Design s_ram_shuffle_flat, sky130hd; sources not shown.
Register map, names as in the netlist:
Other sequential cells in the stronger grey, the rest of the logic in the fainter grey.
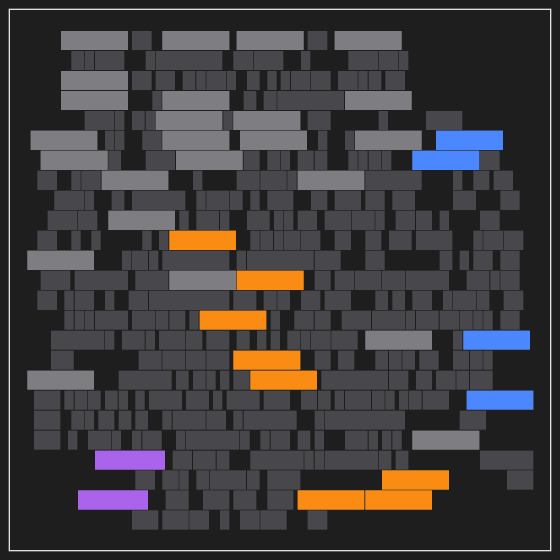
u_core.u_key_sel.k -> purple  # flops 2
u_core.j -> orange  # flops 8
u_core.state -> blue  # flops 4
Seq/total area: 29.6%
register area: 953 sq um
final core occ: 68.7%
seq pwr: 0.796 mW

Routing congestion:
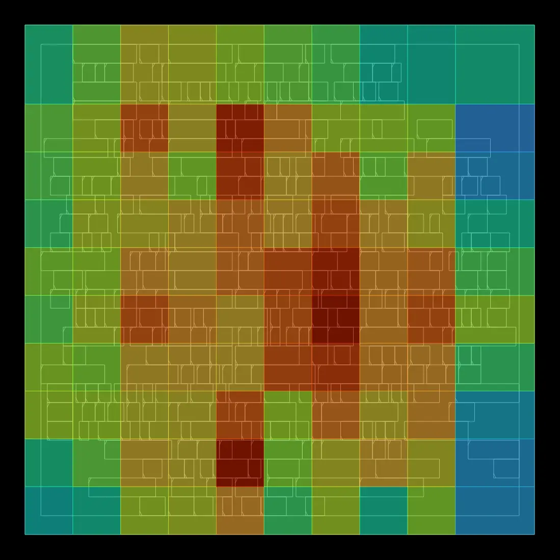
GRT Total Usage: 27.7%
met1 GRT Util: 35.8%

==> impl_metrics.ini <==
; generated from flow reports
[status]
outcome = finished, final reports clean

[critical_path]
cp_max_fo = 6
critical_path.top_delay_family = adder cells
cp.arrival_ns = 2.99
crit_chain = nor2b_2, a21oi_1, fa_1, inv_1, ha_1, a21o_1, a21o_1, a21oi_1, nor4b_1, or3_1
r2r_cells = 10

[route]
drt_first_pass_iters = 5
wl_met3_microns = 500
wirelength_microns = 6870

[grt]
grt_pass1_wl_microns = 10800
grt_max_degree = 39

[logic_synthesis]
xor_area_share_pct = 3.44
ys_sh_mux_pct = 8.93
synth.cellmix.simpleShare_pct = 18.1
syn-num-nets = 367
logic_family = AND-OR/OR-AND gates
ys.flops = 38
synth_warnings = 0
synthAdderAreaFrac_pct = 8.84
ys_cells = 316

[floorplanning]
die_area_sq_um = 5400
ios = 55
fp_util_pct = 59.7

[hold_path]
hold_depth = 2

[power_and_ir_drop]
seqPwrFrac_pct = 26.3
p_leak_nw = 1.45
peakVddDrop_mv = 0.577

[timing]
period_used_pct = 96.4
min_period_ns = 3.03
rsz0062_at_grt = false

[placed_design]
hpwl_microns = 4890
io_buffers = 0

[finish]
diodes = 0

[clocking]
numClockSinks = 38
cells in the mapped netlist, types with 5 or more instances:
master / n / area, sq um
a22o_1: 5 / 43.8
fa_1: 8 / 160
xnor2_1: 9 / 78.8
mux2i_1: 16 / 160
ha_1: 7 / 87.6
nor2_1: 30 / 113
a21oi_1: 16 / 80.1
nand2_1: 30 / 113
o22ai_1: 10 / 62.6
nand3_1: 7 / 35.0
mux2_2: 8 / 90.1
inv_1: 31 / 116
a22oi_1: 16 / 120
o21ai_0: 20 / 100
dfrtp_1: 38 / 951
clkbuf_1: 7 / 26.3
buf_2: 7 / 35.0
power groups by stage:
stage          Combinational (mW)  Clock (mW)  Sequential [mW]
3_3_place_gp                 1.46           0            0.795
3_5_place_dp                 1.50           0            0.801
6_report                     1.59       0.646            0.796
4_1_cts                      1.53       0.656            0.797
2_1_floorplan                1.25           0            0.741
5_1_grt                      1.74       0.683            0.815
per-stage QoR:
| step | setup TNS (ns) | cells | area [sq um] |
|---|---|---|---|
| global route | 0 | 391 | 3220 |
| detailed placement | -0.0194 | 378 | 2960 |
| floorplan | 0 | 316 | 2800 |
| global placement | 0 | 378 | 2960 |
| finish | 0 | 391 | 3220 |
| CTS | 0 | 388 | 3180 |
layer usage:
layer	GRT usage (%)	up-vias
met5	-	-
met4	7.47	0
met3	4.66	17
met2	45.2	114
met1	35.8	1132
li1	-	1130
worst reg2reg max path: stages, from the launching register on:
cell,delay (ns)
dfrtp_2,0.45
nor2b_2,0.21
a21oi_1,0.12
fa_1,0.54
inv_1,0.06
ha_1,0.29
a21o_1,0.18
a21o_1,0.19
a21oi_1,0.20
nor4b_1,0.08
or3_1,0.39
kinds of logic after synthesis:
kind of cell / Yosys count
buffers and inverters: 51
multiplexers: 24
AND-OR/OR-AND: 79
adder cells (fa/ha/maj): 15
AND/OR/NAND/NOR: 98
flip-flops: 38
XOR/XNOR: 11
final cells by class:
cell class | instances | share of cell area [%]
clock inverters | 3 | 1.98
well taps | 54 | 2.10
repair buffers | 33 | 8.15
inverters | 31 | 3.61
clock buffers | 5 | 3.88
multi-input cells | 227 | 50.7
flip-flops and latches | 38 | 29.6
what timing repair did:
item	CTS	global route
gates resized	1	5
endpoints found under the setup margin	2	3
pin swaps	0	1
hold endpoints to repair	38	0
buffers inserted	0	3
cloned	0	0
hold buffers	2	0
No activity file was given, so power comes from the tool's default toggle rates.
